**src/rtl/ifetch_pkg.sv**
```systemverilog
// rtl/ifetch_pkg.sv - shared core parameters and fetch FSM encoding
package ifetch_pkg;

  localparam int CORE_XLEN      = 32;
  localparam int CORE_BUF_DEPTH = 2;

  // IDLE: nothing outstanding, WAIT: one outstanding, DROP: one outstanding whose data is stale
  typedef enum logic [1:0] {
    ST_IDLE = 2'd0,
    ST_WAIT = 2'd1,
    ST_DROP = 2'd2
  } fetch_state_t;

endpackage

```
**src/rtl/ifetch_fetch_buf.sv**
```systemverilog
// rtl/ifetch_fetch_buf.sv - synchronous instruction FIFO with clear
module fetch_buf #(
  parameter int WIDTH = 64,
  parameter int DEPTH = 2
) (
  input  logic             clk,
  input  logic             rst_n,
  input  logic             push,
  input  logic [WIDTH-1:0] push_data,
  input  logic             pop,
  input  logic             clear,
  output logic [WIDTH-1:0] head,
  output logic             full,
  output logic             empty
);

  localparam int PW = (DEPTH > 1) ? $clog2(DEPTH) : 1;
  localparam int CW = $clog2(DEPTH + 1);

  logic [WIDTH-1:0] mem [DEPTH];
  logic [PW-1:0]    rd_ptr;
  logic [PW-1:0]    wr_ptr;
  logic [CW-1:0]    count;
  logic             do_push;
  logic             do_pop;

  assign empty   = (count == '0);
  assign full    = (count == CW'(DEPTH));
  assign head    = mem[rd_ptr];
  assign do_pop  = pop & ~empty;
  // a push into a full buffer is accepted only when the head leaves the same cycle
  assign do_push = push & (~full | do_pop);

  // storage, pointers and occupancy; clear drops every entry on the same edge
  always_ff @(posedge clk) begin
    if (!rst_n) begin
      rd_ptr <= '0;
      wr_ptr <= '0;
      count  <= '0;
      for (int i = 0; i < DEPTH; i++) begin
        mem[i] <= '0;
      end
    end else if (clear) begin
      rd_ptr <= '0;
      wr_ptr <= '0;
      count  <= '0;
    end else begin
      if (do_push) begin
        mem[wr_ptr] <= push_data;
        wr_ptr      <= (wr_ptr == PW'(DEPTH - 1)) ? '0 : wr_ptr + 1'b1;
      end
      if (do_pop) begin
        rd_ptr <= (rd_ptr == PW'(DEPTH - 1)) ? '0 : rd_ptr + 1'b1;
      end
      count <= count + CW'(do_push) - CW'(do_pop);
    end
  end

endmodule

```
**src/rtl/ifetch.sv**
```systemverilog
// rtl/ifetch.sv - instruction fetch stage with single outstanding request
module ifetch
  import ifetch_pkg::*;
#(
  parameter int XLEN      = CORE_XLEN,
  parameter int BUF_DEPTH = CORE_BUF_DEPTH
) (
  input  logic            clk,
  input  logic            rst_n,
  input  logic [XLEN-1:0] pc_addr,
  output logic            pc_stall,
  input  logic            flush,
  output logic            imem_req,
  output logic [XLEN-1:0] imem_addr,
  input  logic            imem_ready,
  input  logic            imem_rvalid,
  input  logic [XLEN-1:0] imem_rdata,
  output logic            id_valid,
  output logic [XLEN-1:0] id_instr,
  output logic [XLEN-1:0] id_pc,
  input  logic            id_ready
);

  fetch_state_t    state;
  logic [XLEN-1:0] inflight_pc;
  logic            buf_full;
  logic            buf_empty;
  logic            buf_push;
  logic            buf_pop;
  logic [2*XLEN-1:0] buf_head;

  // masking instead of slicing keeps every pc_addr bit in use
  assign imem_addr = pc_addr & {{(XLEN-2){1'b1}}, 2'b00};
  assign imem_req  = rst_n & ~flush & (state == ST_IDLE) & ~buf_full;
  assign pc_stall  = ~(imem_req & imem_ready);

  assign buf_push = (state == ST_WAIT) & imem_rvalid & ~flush;
  assign buf_pop  = id_valid & id_ready;

  assign id_valid = ~buf_empty;
  assign id_pc    = buf_head[2*XLEN-1:XLEN];
  assign id_instr = buf_head[XLEN-1:0];

  // request/response tracking; a returning response always frees the slot, even in DROP under flush
  always_ff @(posedge clk) begin
    if (!rst_n) begin
      state       <= ST_IDLE;
      inflight_pc <= '0;
    end else begin
      case (state)
        ST_IDLE: begin
          if (imem_req && imem_ready) begin
            state       <= ST_WAIT;
            inflight_pc <= imem_addr;
          end
        end
        ST_WAIT: begin
          if (imem_rvalid) begin
            state <= ST_IDLE;
          end else if (flush) begin
            state <= ST_DROP;
          end
        end
        ST_DROP: begin
          if (imem_rvalid) begin
            state <= ST_IDLE;
          end
        end
        default: state <= ST_IDLE;
      endcase
    end
  end

  fetch_buf #(
    .WIDTH (2 * XLEN),
    .DEPTH (BUF_DEPTH)
  ) u_fetch_buf (
    .clk       (clk),
    .rst_n     (rst_n),
    .push      (buf_push),
    .push_data ({inflight_pc, imem_rdata}),
    .pop       (buf_pop),
    .clear     (flush),
    .head      (buf_head),
    .full      (buf_full),
    .empty     (buf_empty)
  );

endmodule

```
**config.mk**
```make
export PLATFORM = sky130hd
export DESIGN_NAME = ifetch
export DESIGN_NICKNAME = d
export VERILOG_FILES = /design/src/rtl/ifetch_pkg.sv /design/src/rtl/ifetch_fetch_buf.sv /design/src/rtl/ifetch.sv
export SDC_FILE = /design/constraint.sdc
export NUM_CORES = 1
export LEC_CHECK = 0
export CAP_MARGIN = 20
export CORE_UTILIZATION = 45
export DETAILED_ROUTE_END_ITERATION = 7
export HOLD_SLACK_MARGIN = 0.05
export PLACE_DENSITY = 0.73
export RECOVER_POWER = 100
export SLEW_MARGIN = 10
export SYNTH_ARGS = -nofsm -noshare
export SYNTH_HDL_FRONTEND = slang
export SYNTH_SLANG_ARGS = --single-unit
export TNS_END_PERCENT = 30
```
**constraint.sdc**
```tcl
create_clock -name clk -period 16.9 [get_ports clk]
set_input_delay 3.38 -clock clk [delete_from_list [all_inputs] [get_ports clk]]
set_output_delay 3.38 -clock clk [all_outputs]
set_load 0.05 [all_outputs]
```
==> run_1/m1.png <==
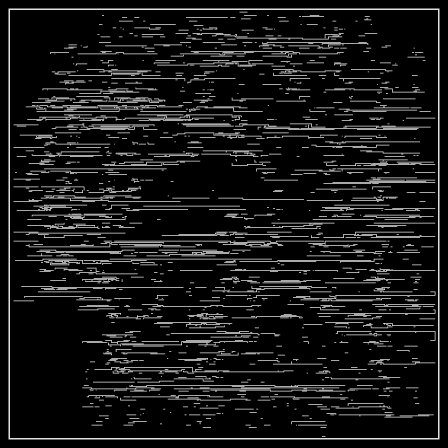
The layer carries 7,070 µm of wire. The longest straight run is 48.8 µm.

==> run_1/m2.png <==
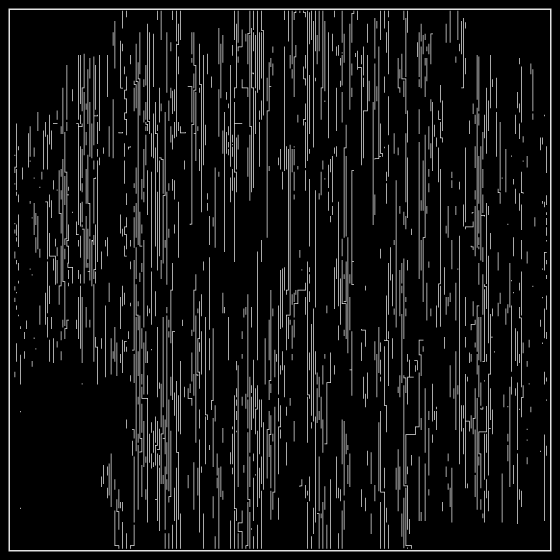
The layer carries 7,730 µm of wire. 667 nets have wire on it.

==> impl_metrics.ini, run 1 <==
; synthesis and place-and-route metrics
[setup_path]
crit_slowest_cell = clkbuf_1
critPathKind = input port to output pin
r2r_start = state[1]
crit_family = buffers and inverters
cp-endpoint = imem_req
cp.depth = 5
critPathArrivalTime_ps = 7250
timing.rr.end = u_fetch_buf.mem[0][58]
crit_path_cell_trace = clkbuf_1, nor4b_1, clkbuf_1, and2_1, dlygate4sd3_1
worstSetupEndpointType = output pin
worst_ep_required_time_ps = 13520
start_kind = input port
r2r_cells = 5

[finish]
fillCellCount = 1314
num_antenna_cells = 0
comb_area_um2 = 2180
fin_util = 0.585
drive_gt1_frac = 0.146
area_delta_synth_final_pct = 27.5
design_area_um2 = 9250
lay_top_cells = 124 x edfxtp_1, 94 x dlygate4sd3_1, 67 x clkdlybuf4s50_1

[route]
wl_per_cell_um = 17.4
ant_nets = 0
drtIter0Drc = 260
drt-vias-per-instance = 5.16
met1_length_um = 7070
top_layer_used = met4
drc = 0

[logic_synthesis]
synth-seq-cells = 161
syn_area_um2 = 7260
synthCells = 555
async_flop_share = 0
avgSynthCellArea_um2 = 13.1
synth_stat.cells = 555
top_cells_by_count = 124 x edfxtp_1, 62 x mux2_2, 53 x and2_1
synth.most_common_cell = edfxtp_1
yosys_warnings = 0
topCellsByArea = edfxtp_1 51%, dfxtp_1 10%, mux2_2 9.6%, and2_1 4.6%, and3_1 4.5%
synth-edff-count = 124
yosysTopAreaCell = edfxtp_1
postSynthSeqShare = 0.615

[global_routing]
use_met1 = 0.247
grt_use_met2 = 0.320
use_met3 = 0.0520
grt_pass1_vias = 4616
grt_start_max_net_pins = 54
top_usage_layer = met2
track_usage = 0.193

[placement]
place_congestion = 0.708
hpwl_um = 9350
io_buffers = 162

[clock_tree]
ctsResizeCount = 0
cts_buffers = 17
clock_latency_ps = 420
cts.sinks = 161
cts_setup_buffers = 0
cts_tree = built
cts_root_buf = clkbuf_16
ctsHoldBuffers = 0

[power_and_ir_drop]
finalPower_mw = 0.958
comb_cell_power_mw = 0.0988
power_frac_clock = 0.432
peakVddDrop_mv = 0.0680
p_seq_mw = 0.445
intPower_mw = 0.736
comb_power_share = 0.103
p_seq_frac = 0.465

[final_timing]
finalCriticalPeriod_ps = 10630
report.final.slew_viol_count = 266
post-route-period-util = 0.629
tns_ps = 0
tightest_slew_ps = 3330
final.setup_skew_ps = 10.7
hold_violations = 0

[min_path]
hp-class = register to register

[run]
warnings = 28
maxCapViolCount = 7

[floorplanning]
pin_count = 169
core_area_um2 = 15800
fp-utilization = 0.458

[status]
violations = capacitance limit, slew limit
outcome = complete, but fails checks
==> run_1/m3.png <==
Bar = 50 µm.
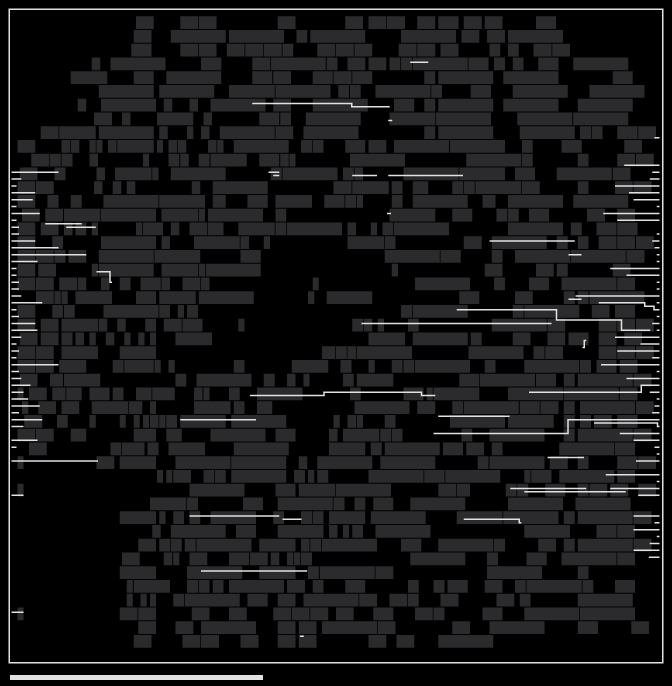
The wires run mostly horizontal. The layer carries 771 µm of wire. The longest straight run is 37.3 µm. 115 nets have wire on it. The layer holds 4.9% of the routed length.

==> run 1: tightest hold or removal path, cell delays in order (launching register included) <==
cell	delay, ps
dfxtp_1	310
nand2_1	50
o21ai_0	60
==> run 1: logic make-up after synthesis <==
family	share of synthesized area
AND-OR/OR-AND	0.0221
XOR/XNOR	0.00241
adder cells (fa/ha/maj)	0.00345
buffers and inverters	0.0741
flip-flops	0.615
multiplexers	0.103
other	0.000517
AND/OR/NAND/NOR	0.179
==> run 1: per-stage QoR <==
step | hold slack, ps | setup slack, ps
floorplan | 439 | 8010
global placement | 451 | 7850
detailed placement | 457 | 7820
CTS | 465 | 7810
global route | 478 | 6010
finish | 460 | 6270
==> run 1: worst min path at each step <==
stage	startpoint	to	slack, ps	depth (start not counted)
4_1_cts	inflight_pc[29]	inflight_pc[29]	470	2
6_report	inflight_pc[3]	inflight_pc[3]	460	2
5_1_grt	inflight_pc[3]	inflight_pc[3]	480	2
3_5_place_dp	inflight_pc[29]	inflight_pc[29]	460	2
3_3_place_gp	inflight_pc[19]	inflight_pc[19]	450	2
2_1_floorplan	inflight_pc[18]	inflight_pc[18]	440	2
==> run 1: layout make-up <==
| class | instances | area share |
|---|---|---|
| Multi-Input combinational cell | 313 | 0.236 |
| Tap cell | 216 | 0.0292 |
| Sequential cell | 161 | 0.483 |
| Timing Repair Buffer | 172 | 0.180 |
| Clock buffer | 18 | 0.0464 |
| Inverter | 6 | 0.00325 |
| Clock inverter | 14 | 0.0227 |
==> run 1: flip-flops by register name, summed over array words and instances (netlist names), named ones only <==
signal and count:
u_fetch_buf.rd_ptr 1, u_fetch_buf.count 2, state 2, inflight_pc 30, u_fetch_buf.wr_ptr 1, u_fetch_buf.mem 124
==> run 2: changes to the inputs <==
==> constraint.sdc (replaced) <==
create_clock -name clk -period 10.05 [get_ports clk]
set_input_delay 2.01 -clock clk [delete_from_list [all_inputs] [get_ports clk]]
set_output_delay 2.01 -clock clk [all_outputs]
set_load 0.05 [all_outputs]
==> run_2/congestion_map.png <==
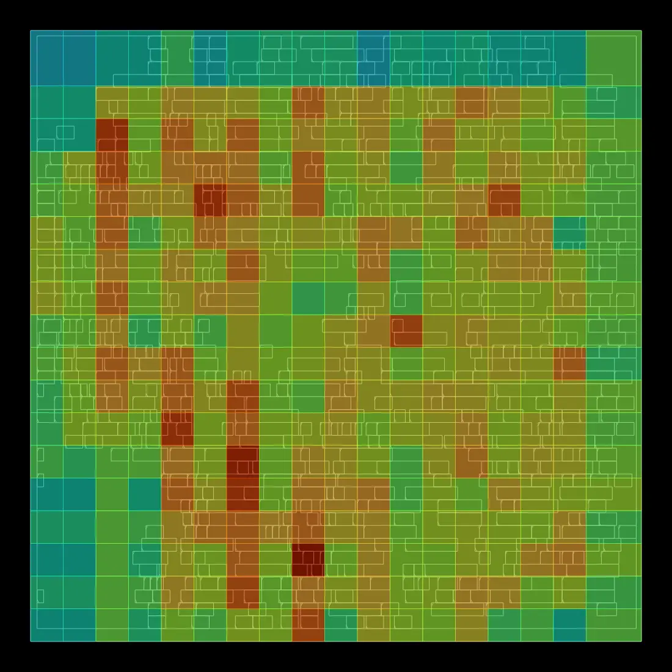
wire length per cell: 17.1 µm
grt met2 use: 0.320
GRT met3 Usage: 0.0520

==> run 2 against run 1 <==
The run still ends with capacitance limit, slew limit left. Global-route usage down 0.076 points. Sequential share of layout area increased by 0.24 points. Total power increased by 62%. Highest routed layer unchanged.
==> impl_metrics.ini, run 2 <==
; synthesis and place-and-route metrics
[finish]
design_area_um2 = 9210
area_delta_synth_final_pct = 26.9
largest_reg_flops = 124
regMostFlops = u_fetch_buf.mem
lay_top_count = edfxtp_1
largestRegisters = u_fetch_buf.mem x124, inflight_pc x30
final_cells = 899
lay_top_cells = 124 x edfxtp_1, 94 x dlygate4sd3_1, 67 x clkdlybuf4s50_1
num_antenna_cells = 0
fillCellCount = 1283
fin_util = 0.582
final_nets = 742
drive_gt1_frac = 0.151

[logic_synthesis]
yosys.area_share.xor_xnor = 0.00241
syn_area_um2 = 7260
async_flop_share = 0
synth.cellmix.simpleShare = 0.179
synth_stat.cells = 555
synth-edff-count = 124
postSynthSeqShare = 0.615
yosysTopAreaCell = edfxtp_1
yosys_warnings = 0
yosys_area_um2 = 7260
synth.most_common_cell = edfxtp_1
synthCells = 555
topCellsByArea = edfxtp_1 51%, dfxtp_1 10%, mux2_2 9.6%, and2_1 4.6%, and3_1 4.5%
aoi_share = 0.0221
avgSynthCellArea_um2 = 13.1
ys_sh_mux = 0.103
top_cell_area_share = 0.513
synth_cell_type_count = 35
top_cells_by_count = 124 x edfxtp_1, 62 x mux2_2, 53 x and2_1
synth-seq-cells = 161
fa_ha_area_frac = 0.00345
ys.flop_type = edfxtp_1
ys_top_logic_family = simple AND/OR/NAND/NOR gates

[clock_tree]
cts.clk_slew.worst_paths_ps = 60
htree_levels = 4
ctsResizeCount = 0
cts_buffers = 17
cts_tree = built
cts_root_buf = clkbuf_16
clk_path_buf_depth = 2
cts.sinks = 161
clock_latency_ps = 420
ctsHoldBuffers = 0
cts_setup_buffers = 0

[status]
outcome = complete, but fails checks
violations = capacitance limit, slew limit

[final_timing]
setup_viol = 0
hold_ws_ps = 465
finalCriticalPeriod_ps = 7730
worst_slack_ps = 2320
post-route-period-util = 0.769
clock.fmax_ghz = 0.129
tns_ps = 0
tightest_slew_ps = 3360
final.setup_skew_ps = 6.19
relSlewSlack = -1.27
hold_violations = 0
grt_setup_unrepaired = false
report.final.slew_viol_count = 288

[floorplanning]
pin_count = 169
fp-utilization = 0.458
die_h_um = 129
die_w_um = 129
dieArea_um2 = 16600
core_area_um2 = 15800
num_rows = 46

[placement]
io_buffers = 162
place_congestion = 0.735
placed_cells = 866
placed_area_um2 = 8750
dp_worst_setup_slack_ps = 3720
hpwl_um = 9310

[global_routing]
antenna_found_initial = 0
gr-total-overflow = 0
grt_start_max_net_pins = 54
track_usage = 0.193
grt_pass1_vias = 4731
grt_pass1_wl_um = 23800

[power_and_ir_drop]
p_leak_nw = 3.55
p_per_area_nw_per_um2 = 168
finalPower_mw = 1.55
peakVddDrop_mv = 0.118

[setup_path]
r2r_start = state[1]
critPathKind = input port to output pin
start_kind = input port
crit_path_frequent_cell = clkbuf_1
crit_slowest_cell = clkbuf_1
crit_family = buffers and inverters
critPathArrivalTime_ps = 5720
r2r_slack_ps = 4890
worst_ep_required_time_ps = 8040
r2r_cells = 5
crit_path_cell_trace = clkbuf_1, nor4b_1, clkbuf_1, and2_1, dlygate4sd3_1
worstSetupEndpointType = output pin
timing.rr.end = u_fetch_buf.mem[0][52]
critPathLaunch = rst_n
slowest_delay_ps = 1250
crit_fanout = 41
crit_buf_inv = 3

[min_path]
hp-class = register to register
min_path_cells = 2
min_to = inflight_pc[24]
hold_start = inflight_pc[24]

[route]
vias = 4600
drtIter0Drc = 289
first_pass_iters = 5
ant_nets = 0
drc = 0
drt_wl_total_um = 15400
drt-vias-per-instance = 5.12

[run]
maxCapViolCount = 7
warnings = 28
==> run_2/m3.png <==
Bar = 50 µm.
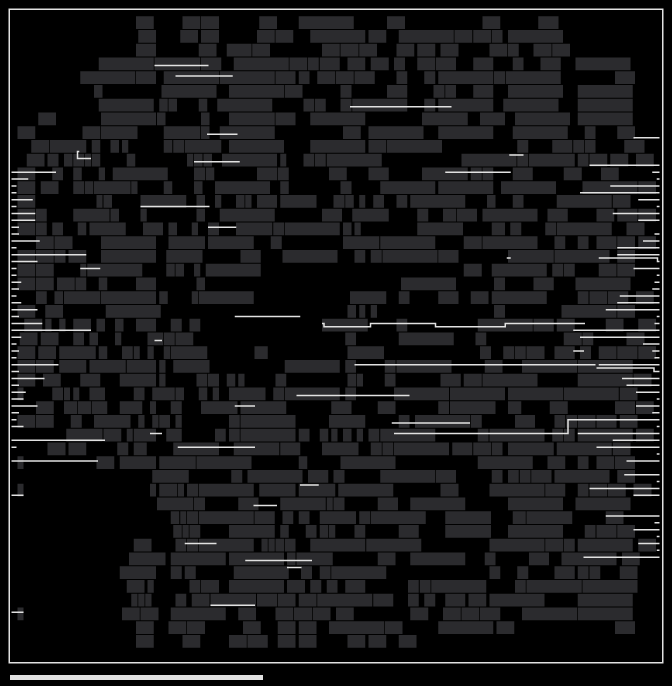
The layer holds 5.5% of the routed length. The wires run mostly horizontal. The longest straight run is 47.4 µm.

run 2: cell counts after synthesis:
No cell type changed its count.
run 2: report_power, final:
group | switching (mW) | internal (mW) | total, mW
logic | 0.108 | 0.0570 | 0.165
clock network | 0.245 | 0.393 | 0.638
registers | 0.00755 | 0.740 | 0.748
run 2: kinds of logic after synthesis:
| group | count (synthesis) |
|---|---|
| mux | 67 |
| compound gates | 31 |
| simple gates | 207 |
| xor+xnor | 2 |
| other cells | 1 |
| fa+ha+maj | 2 |
| buf+inv | 84 |
| flops | 161 |
run 2: final cells by class:
cell class,instances,area (µm²),share of cell area
clock inverters,6,33.8,0.00367
multi-input cells,313,2170,0.236
inverters,6,23.8,0.00258
repair buffers,171,1670,0.182
well taps,216,270,0.0294
clock buffers,26,572,0.0621
flip-flops and latches,161,4460,0.485
run 2: worst max-delay path by stage:
stage	to	slack, ps	cells past startpoint
after CTS	imem_req	3720	5
after global routing	pc_stall	2020	6
after detailed placement	pc_stall	3720	6
after floorplan	u_fetch_buf.mem[0][0]	2530	4
after global placement	imem_req	3750	5
final	imem_req	2320	5
run 2: worst min-delay path: cells and delay by family (launching register included):
family          cells  cell delay (ps)
flops               1              310
compound gates      1               60
simple gates        1               50
run 2: layer usage:
metal | up-vias | part of all wire | global-route usage
li1 | 2199 | - | -
met1 | 2243 | 0.44 | 0.238
met5 | - | 0 | 0
met3 | 19 | 0.055 | 0.0520
met2 | 139 | 0.49 | 0.320
met4 | 0 | 0.013 | 0.0803
==> run 3: changes to the inputs <==
==> constraint.sdc (replaced) <==
create_clock -name clk -period 7.55 [get_ports clk]
set_input_delay 1.51 -clock clk [delete_from_list [all_inputs] [get_ports clk]]
set_output_delay 1.51 -clock clk [all_outputs]
set_load 0.05 [all_outputs]
==> run_3/congestion_map.png <==
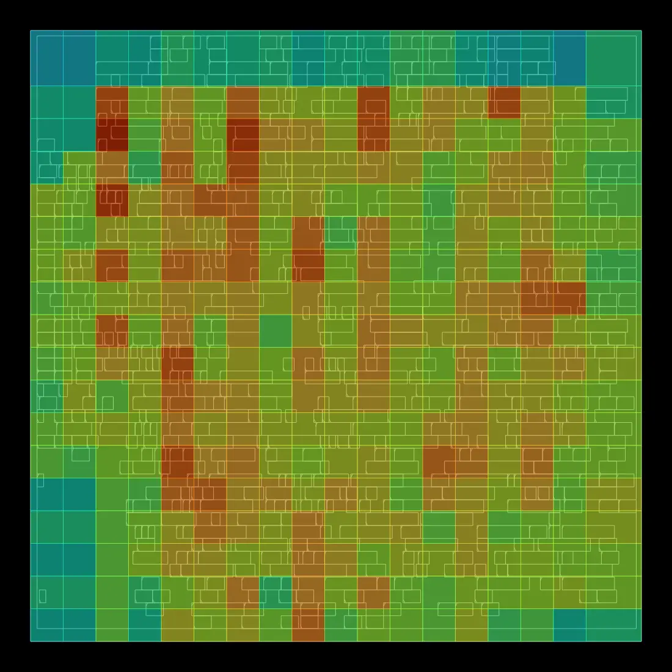
M1 GR Usage: 0.246
grt met2 use: 0.339
gr usage total: 0.199
Util after Layout: 0.586

==> run 3 against run 2 <==
The run still ends with capacitance limit, slew limit left. Core utilization is 0.45 points higher. Count of clock-buffer cells in the layout is 1 higher. Worst setup slack worse by 1200 ps. Die area stayed put. Critical path type unchanged. Sequential power is 33% higher. Register-to-register slack worse by 1900 ps.
==> impl_metrics.ini, run 3 <==
; synthesis and place-and-route metrics
[placement]
io_buffers = 162
place_congestion = 0.735
dp_worst_setup_slack_ps = 1920
hpwl_um = 9640

[floorplanning]
dieArea_um2 = 16600
core_area_um2 = 15800
fp-utilization = 0.458
die_w_um = 129
num_rows = 46
die_h_um = 129
pin_count = 169

[logic_synthesis]
synth_cell_type_count = 35
aoi_share = 0.0221
synth.cellmix.simpleShare = 0.179
synth_stat.cells = 555
top_cell_area_share = 0.513
yosys_warnings = 0
synth-seq-cells = 161
avgSynthCellArea_um2 = 13.1
yosysTopAreaCell = edfxtp_1
topCellsByArea = edfxtp_1 51%, dfxtp_1 10%, mux2_2 9.6%, and2_1 4.6%, and3_1 4.5%
top_cells_by_count = 124 x edfxtp_1, 62 x mux2_2, 53 x and2_1
ys_top_logic_family = simple AND/OR/NAND/NOR gates
yosys.area_share.xor_xnor = 0.00241
postSynthSeqShare = 0.615
yosys_area_um2 = 7260
fa_ha_area_frac = 0.00345
ys_sh_mux = 0.103
syn_area_um2 = 7260
synth.most_common_cell = edfxtp_1
synthCells = 555
async_flop_share = 0
synth-edff-count = 124
ys.flop_type = edfxtp_1

[route]
met2_length_um = 7840
first_pass_iters = 5
met1_length_um = 6830
vias = 4658
wl_per_cell_um = 17.5
top_layer_used = met4
drt-vias-per-instance = 5.18
ant_nets = 0
drt_wl_total_um = 15700
drc = 0
wl_met3_um = 854
drtIter0Drc = 286

[finish]
num_antenna_cells = 0
lay_top_count = edfxtp_1
final_nets = 743
largest_reg_flops = 124
flop_area_um2 = 4460
drive_gt1_frac = 0.155
regMostFlops = u_fetch_buf.mem
area_delta_synth_final_pct = 27.8
fillCellCount = 1224
largestRegisters = u_fetch_buf.mem x124, inflight_pc x30
lay_top_cells = 124 x edfxtp_1, 94 x dlygate4sd3_1, 67 x clkdlybuf4s50_1
comb_area_um2 = 2200

[clock_tree]
cts_buffers = 17
cts.sinks = 161
clk_path_buf_depth = 2
clock_latency_ps = 420
cts.clk_slew.worst_paths_ps = 60
cts_root_buf = clkbuf_16
cts_setup_buffers = 0
ctsResizeCount = 0
htree_levels = 4
ctsHoldBuffers = 0
cts_tree = built

[min_path]
min_path_cells = 2
hold_start = inflight_pc[26]
hp-class = register to register
min_to = inflight_pc[26]

[global_routing]
antenna_found_initial = 0
grt_start_max_net_pins = 54
gr-total-overflow = 0
grt_pass1_vias = 4734
grt_pass1_wl_um = 24500
top_usage_layer = met2
use_met3 = 0.0520

[status]
outcome = complete, but fails checks
violations = capacitance limit, slew limit

[setup_path]
crit_family = buffers and inverters
start_kind = input port
worst_ep_required_time_ps = 6040
crit_fanout = 41
crit_path_cell_trace = buf_2, nor4b_1, clkbuf_1, and3_1, buf_4, inv_1, dlygate4sd3_1
slowest_delay_ps = 1010
r2r_start = state[1]
r2r_cells = 5
crit_buf_inv = 5
timing.rr.end = u_fetch_buf.mem[1][58]
r2r_slack_ps = 2970
worstSetupEndpointType = output pin
critPathKind = input port to output pin
critPathArrivalTime_ps = 4900
crit_slowest_cell = clkbuf_1

[final_timing]
relSlewSlack = -0.643
post-route-period-util = 0.849
tns_ps = 0
tightest_slew_ps = 2460
setup_viol = 0
grt_setup_unrepaired = false
hold_violations = 0
clock.fmax_ghz = 0.156
final.setup_skew_ps = 6.78
report.final.slew_viol_count = 178
worst_slack_ps = 1140
finalCriticalPeriod_ps = 6410

[power_and_ir_drop]
p_sw_mw = 0.489
power_frac_clock = 0.414
intPower_mw = 1.59
p_leak_nw = 3.57
peakVddDrop_mv = 0.159
comb_power_share = 0.107
switching_share = 0.235
p_seq_frac = 0.479
p_per_area_nw_per_um2 = 224
finalPower_mw = 2.08

[run]
warnings = 28
maxCapViolCount = 4
==> run_3/m1.png <==
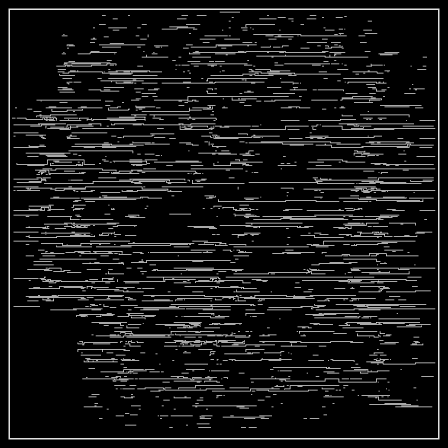
The longest straight run is 38.6 µm. 662 nets have wire on it. The layer holds 43% of the routed length. The wires run mostly horizontal. The layer carries 6,830 µm of wire.

## run 3: cell counts after synthesis
Identical to the previous run, type by type.
## run 3: cell type report
cell class              instances  area share
well taps                     216      0.0291
repair buffers                172       0.183
clock buffers                  27      0.0623
clock inverters                 5     0.00351
inverters                       6     0.00324
multi-input cells             313       0.238
flip-flops and latches        161       0.481
## run 3: how the worst max path moves through the flow
stage | from | endpoint | slack, ps | cells after the start
floorplan | flush | u_fetch_buf.mem[0][0] | 530 | 4
global placement | rst_n | pc_stall | 1930 | 7
detailed placement | rst_n | pc_stall | 1920 | 7
CTS | rst_n | pc_stall | 1890 | 7
finish | rst_n | pc_stall | 1140 | 7
global route | rst_n | pc_stall | 910 | 7
## run 3: cells by family (layout without fill, tap and decap cells)
family | after synthesis | in the layout
compound gates | 31 | 31
other cells | 1 | 4
buf+inv | 84 | 210
fa+ha+maj | 2 | 2
xor+xnor | 2 | 2
flops | 161 | 161
simple gates | 207 | 207
mux | 67 | 67
## run 3: worst reg2reg max path: cells and delay by family, from the launching register on
family	cells	cell delay [ps]
buffers and inverters	2	2380
flip-flops	1	350
AND-OR/OR-AND	1	880
AND/OR/NAND/NOR	2	520
## run 3: power groups by stage
stage / combinational [mW] / clock, mW / sequential [mW]
3_5_place_dp: 0.232 / 0 / 1.01
4_1_cts: 0.233 / 0.871 / 0.994
5_1_grt: 0.235 / 0.912 / 0.999
6_report: 0.223 / 0.860 / 0.995
2_1_floorplan: 0.147 / 0 / 1.01
3_3_place_gp: 0.230 / 0 / 1.01
## run 3: stage by stage
stage / instances / area, µm² / hold WS (ps)
finish: 900 / 9280 / 460
global route: 900 / 9280 / 495
CTS: 898 / 9360 / 464
detailed placement: 866 / 8750 / 455
global placement: 866 / 8750 / 449
floorplan: 558 / 7270 / 439
Power is estimated from default activity; no workload was simulated.
